**Placement density heat map**

The die is cut into 18 by 18 equal tiles; white is low, dark blue is high, 0 to 100% covered.
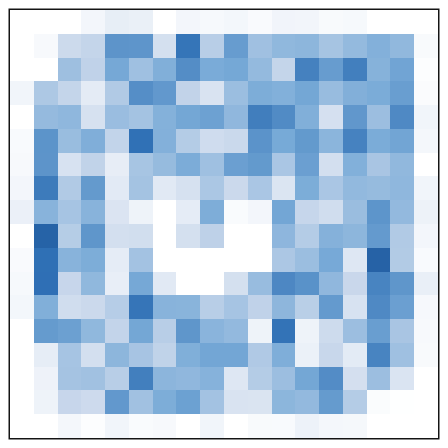
**Cell placement**

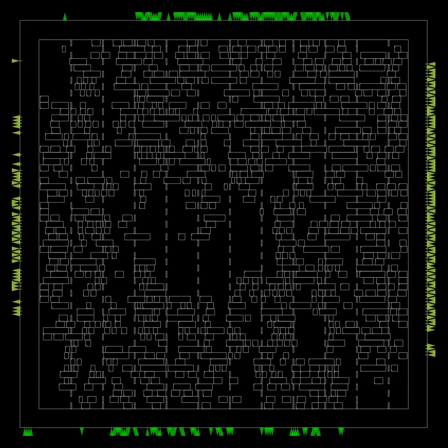
**Sequential cells coloured by netlist name**

Other sequential cells in the stronger grey, the rest of the logic in the fainter grey.
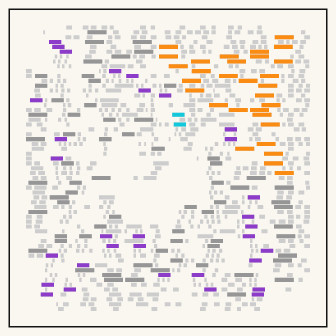
==> config.mk <==
export PLATFORM = sky130hd
export DESIGN_NAME = mem_port_arbiter
export DESIGN_NICKNAME = d
export VERILOG_FILES = /design/src/rtl/mem_port_arbiter.sv
export SDC_FILE = /design/constraint.sdc
export NUM_CORES = 1
export LEC_CHECK = 0
export CELL_PAD_IN_SITES_DETAIL_PLACEMENT = 1
export CELL_PAD_IN_SITES_GLOBAL_PLACEMENT = 2
export CORE_MARGIN = 8
export CORE_UTILIZATION = 25
export CTS_CLUSTER_SIZE = 25
export DETAILED_ROUTE_END_ITERATION = 6
export GPL_ROUTABILITY_DRIVEN = 0
export PLACE_DENSITY_LB_ADDON = 0.1
export SLEW_MARGIN = 10
export SYNTH_ARGS = -nofsm -noshare
export SYNTH_HDL_FRONTEND = slang
export SYNTH_SLANG_ARGS = --single-unit
==> constraint.sdc <==
create_clock -name clk -period 5.2 [get_ports clk]
set_clock_uncertainty 0.1 [all_clocks]
set_input_delay 0.52 -clock clk [delete_from_list [all_inputs] [get_ports clk]]
set_output_delay 0.52 -clock clk [all_outputs]
set_load 0.1 [all_outputs]
==> src/rtl/mem_port_arbiter.sv <==
// Arbitrates one single-ported word memory between instruction fetch (IF) and load/store (LS),
// with registered read return and a two-cycle read-modify-write for partial-word stores.
module mem_port_arbiter #(
    parameter int AWIDTH       = 32,
    parameter int DWIDTH       = 32,
    parameter int STARVE_LIMIT = 3
) (
    input  logic              clk,
    input  logic              rst,

    input  logic              if_req_i,
    input  logic [AWIDTH-1:0] if_addr_i,
    output logic              if_gnt_o,
    output logic              if_rvalid_o,
    output logic [DWIDTH-1:0] if_rdata_o,

    input  logic              ls_req_i,
    input  logic              ls_we_i,
    input  logic [3:0]        ls_be_i,
    input  logic [AWIDTH-1:0] ls_addr_i,
    input  logic [DWIDTH-1:0] ls_wdata_i,
    output logic              ls_gnt_o,
    output logic              ls_rvalid_o,
    output logic [DWIDTH-1:0] ls_rdata_o,

    output logic [AWIDTH-1:0] mem_addr_o,
    output logic [DWIDTH-1:0] mem_data_o,
    output logic              mem_read_en_o,
    output logic              mem_write_en_o,
    input  logic [DWIDTH-1:0] mem_data_i,

    output logic              busy_o
);

    localparam int             CW         = $clog2(STARVE_LIMIT + 1);
    localparam logic [CW-1:0]  STARVE_MAX = CW'(STARVE_LIMIT);

    typedef enum logic {
        IDLE,
        RMW_WR
    } state_t;

    state_t            state_q, state_d;
    logic [CW-1:0]     starve_q;
    logic [AWIDTH-1:0] rmw_addr_q;
    logic [DWIDTH-1:0] rmw_data_q;

    logic              ls_wins, if_wins;
    logic [AWIDTH-1:0] if_word_addr, ls_word_addr;
    logic [DWIDTH-1:0] merged_word;
    logic              rmw_capture;
    logic              ls_done;
    logic              ls_load;

    assign if_word_addr = {if_addr_i[AWIDTH-1:2], 2'b00};
    assign ls_word_addr = {ls_addr_i[AWIDTH-1:2], 2'b00};

    // LS has priority until IF has lost STARVE_LIMIT cycles in a row.
    assign ls_wins = ls_req_i && (!if_req_i || (starve_q < STARVE_MAX));
    assign if_wins = if_req_i && !ls_wins;

    always_comb begin
        merged_word = mem_data_i;
        for (int i = 0; i < 4; i++) begin
            if (ls_be_i[i]) merged_word[8*i +: 8] = ls_wdata_i[8*i +: 8];
        end
    end

    always_comb begin
        // NOTE: every output gets a default first so no path can infer a latch.
        state_d        = state_q;
        if_gnt_o       = 1'b0;
        ls_gnt_o       = 1'b0;
        mem_addr_o     = '0;
        mem_data_o     = '0;
        mem_read_en_o  = 1'b0;
        mem_write_en_o = 1'b0;
        busy_o         = 1'b0;
        rmw_capture    = 1'b0;
        ls_done        = 1'b0;
        ls_load        = 1'b0;

        if (!rst) begin
            unique case (state_q)
                IDLE: begin
                    if (if_wins) begin
                        if_gnt_o      = 1'b1;
                        mem_addr_o    = if_word_addr;
                        mem_read_en_o = 1'b1;
                    end else if (ls_wins) begin
                        ls_gnt_o   = 1'b1;
                        mem_addr_o = ls_word_addr;
                        if (!ls_we_i) begin
                            mem_read_en_o = 1'b1;
                            ls_done       = 1'b1;
                            ls_load       = 1'b1;
                        end else if (ls_be_i == 4'hF) begin
                            mem_write_en_o = 1'b1;
                            mem_data_o     = ls_wdata_i;
                            ls_done        = 1'b1;
                        end else if (ls_be_i == 4'h0) begin
                            ls_done = 1'b1;
                        end else begin
                            // Partial store: read the old word now, write the merge next cycle.
                            mem_read_en_o = 1'b1;
                            rmw_capture   = 1'b1;
                            state_d       = RMW_WR;
                        end
                    end
                end
                RMW_WR: begin
                    mem_addr_o     = rmw_addr_q;
                    mem_data_o     = rmw_data_q;
                    mem_write_en_o = 1'b1;
                    busy_o         = 1'b1;
                    ls_done        = 1'b1;
                    state_d        = IDLE;
                end
                default: state_d = IDLE;
            endcase
        end
    end

    // NOTE: sequential state uses non-blocking assignments so every register samples pre-edge values.
    always_ff @(posedge clk) begin
        if (rst) begin
            state_q     <= IDLE;
            starve_q    <= '0;
            if_rvalid_o <= 1'b0;
            ls_rvalid_o <= 1'b0;
            if_rdata_o  <= '0;
            ls_rdata_o  <= '0;
        end else begin
            state_q <= state_d;

            if (if_gnt_o) begin
                starve_q <= '0;
            end else if (if_req_i && (starve_q != STARVE_MAX)) begin
                starve_q <= starve_q + CW'(1);
            end

            if_rvalid_o <= if_gnt_o;
            if (if_gnt_o) if_rdata_o <= mem_data_i;

            ls_rvalid_o <= ls_done;
            if (ls_done) ls_rdata_o <= ls_load ? mem_data_i : '0;
        end
    end

    // NOTE: pure datapath holding registers need no reset; they are only read in RMW_WR, which always follows a capture.
    always_ff @(posedge clk) begin
        if (rmw_capture) begin
            rmw_addr_q <= ls_word_addr;
            rmw_data_q <= merged_word;
        end
    end

endmodule

==> results.toml <==
# generated from flow reports
[cells_and_area]
final-clk-cell-share_pct = 6.14
mi_logic_area_sq_um = 2910
final-nonclk-buf-share_pct = 27.5
mostFrequentLayoutCell = "clkdlybuf4s50_1"
reg_top3 = "if_rdata_o: 32 flops, ls_rdata_o: 32 flops, rmw_data_q: 32 flops"
final_nets = 982
fin_cells = 1192
area_delta_synth_final_pct = 53.1
multiInputCombCellCount = 413
finalInstanceArea_sq_um = 9930

[floorplanning]
boundaryPins = 272
std_cell_rows = 59
core_area_sq_um = 25800
die_w_um = 177

[critical_path]
cp_slowest_cell = "clkdlybuf4s50_1"
worstSetupStartpoint = "state_q$_SDFF_PP0_"
worst_setup_path_start_kind = "flip-flop"
cp_top_family = "buffers and inverters"
crit_fanout = 22
cp_cell_sequence = "buf_4 > nor2b_4 > clkdlybuf4s50_1"

[global_routing]
grtUsageTotal_pct = 17.4
grt_util_met3_pct = 5.01
grt_use_met1_pct = 21.1
grt_use_met2_pct = 29.7
busiest_layer = "met2"
grt_antenna_before_repair = 0
overflow = 0

[placed_design]
dp_cells = 1160
pre_cts_ws_ns = 1.23
placed_area_sq_um = 9320

[cts]
htree_levels = 4
root_buffer = "clkbuf_16"
path_clk_slew_ns = 0.06
cts_sinks = 131
clk_path_buf_depth = 2
cts_hold_buf = 0

[power_and_ir_drop]
p_leak_nw = 3.43

[yosys]
edf_count = 62
ys_top_cells_by_count = "dfxtp_1 (69), o21ai_0 (65), nand4_1 (64)"
synth.top_cell.area_share_pct = 28.7
syn_area_per_cell_sq_um = 10.4
ys_cells = 624
mux_share_pct = 5.71
yosysTopAreaCell = "edfxtp_1"
postSynthCellCount = 624
synthArstFlopShare_pct = 0
top_cell = "dfxtp_1"
ys_sh_aoi_pct = 20.7
area_leaders = "edfxtp_1 (29%), dfxtp_1 (21%), nand4_1 (6.2%)"
ys_sh_xor_pct = 0.135

[sta]
period_minus_slack_ns = 3.96
timing.fmax_ghz = 0.252
hold_slack_ns = 0.376
hold_viol = 0

[outcome]
outcome = "finished clean"

[drt]
dr.max_layer_used = "met4"
drc = 0
final_antenna_net_count = 0
met3_wirelength_mm = 1.83
wl_met2_mm = 13.7

[min_path]
hp-class = "flip-flop to flip-flop"
min_to = "if_rdata_o[3]$_SDFFE_PP0P_"
-- 'placement density heat map' (at the start) --
mean over tiles: 30%
fullest tile: 80%
tiles over 75% full: 0.60%
nearly empty tiles: 12%

-- 'cell placement' (at the start) --
n_taps: 335
Fill cells: 2818
seq_cells: 131
flop share of the area: 32.7%
fin util: 38.5%

-- 'sequential cells coloured by netlist name' (at the start) --
[rmw_addr_q] orange | sequential cells: 30 | where: top right
[if_rdata_o] purple | sequential cells: 32 | where: widely spread
[starve_q] cyan | sequential cells: 2
FF+latch area: 3240 sq um
Power Sequential: 0.00114 W

[logic make-up (layout without fill, tap and decap cells)]
logic type,after synthesis,after routing
muxes,33,33
xor gates and xnor gates,1,1
AOI/OAI and AO/OA,196,196
DFF,131,131
adders and majority gates,1,1
and+or+nand+nor,180,180
other,1,2
buffers and inverters,81,313
[power by group]
| part | switching, W | internal (W) |
|---|---|---|
| sequential | 0.0000188 | 0.00112 |
| combinational | 0.000554 | 0.000231 |
| clock | 0.000473 | 0.000782 |
| total | 0.00105 | 0.00214 |
[worst reg2reg max path: cells and delay by family, from the launching register on]
family                     cells  cell delay, ns
and+or+nand+nor                2            0.92
AOI/OAI and AO/OA              1            0.17
DFF                            1            0.32
buffers and inverters          2            0.87
adders and majority gates      1            0.30
Power and IR drop assume default switching activity.
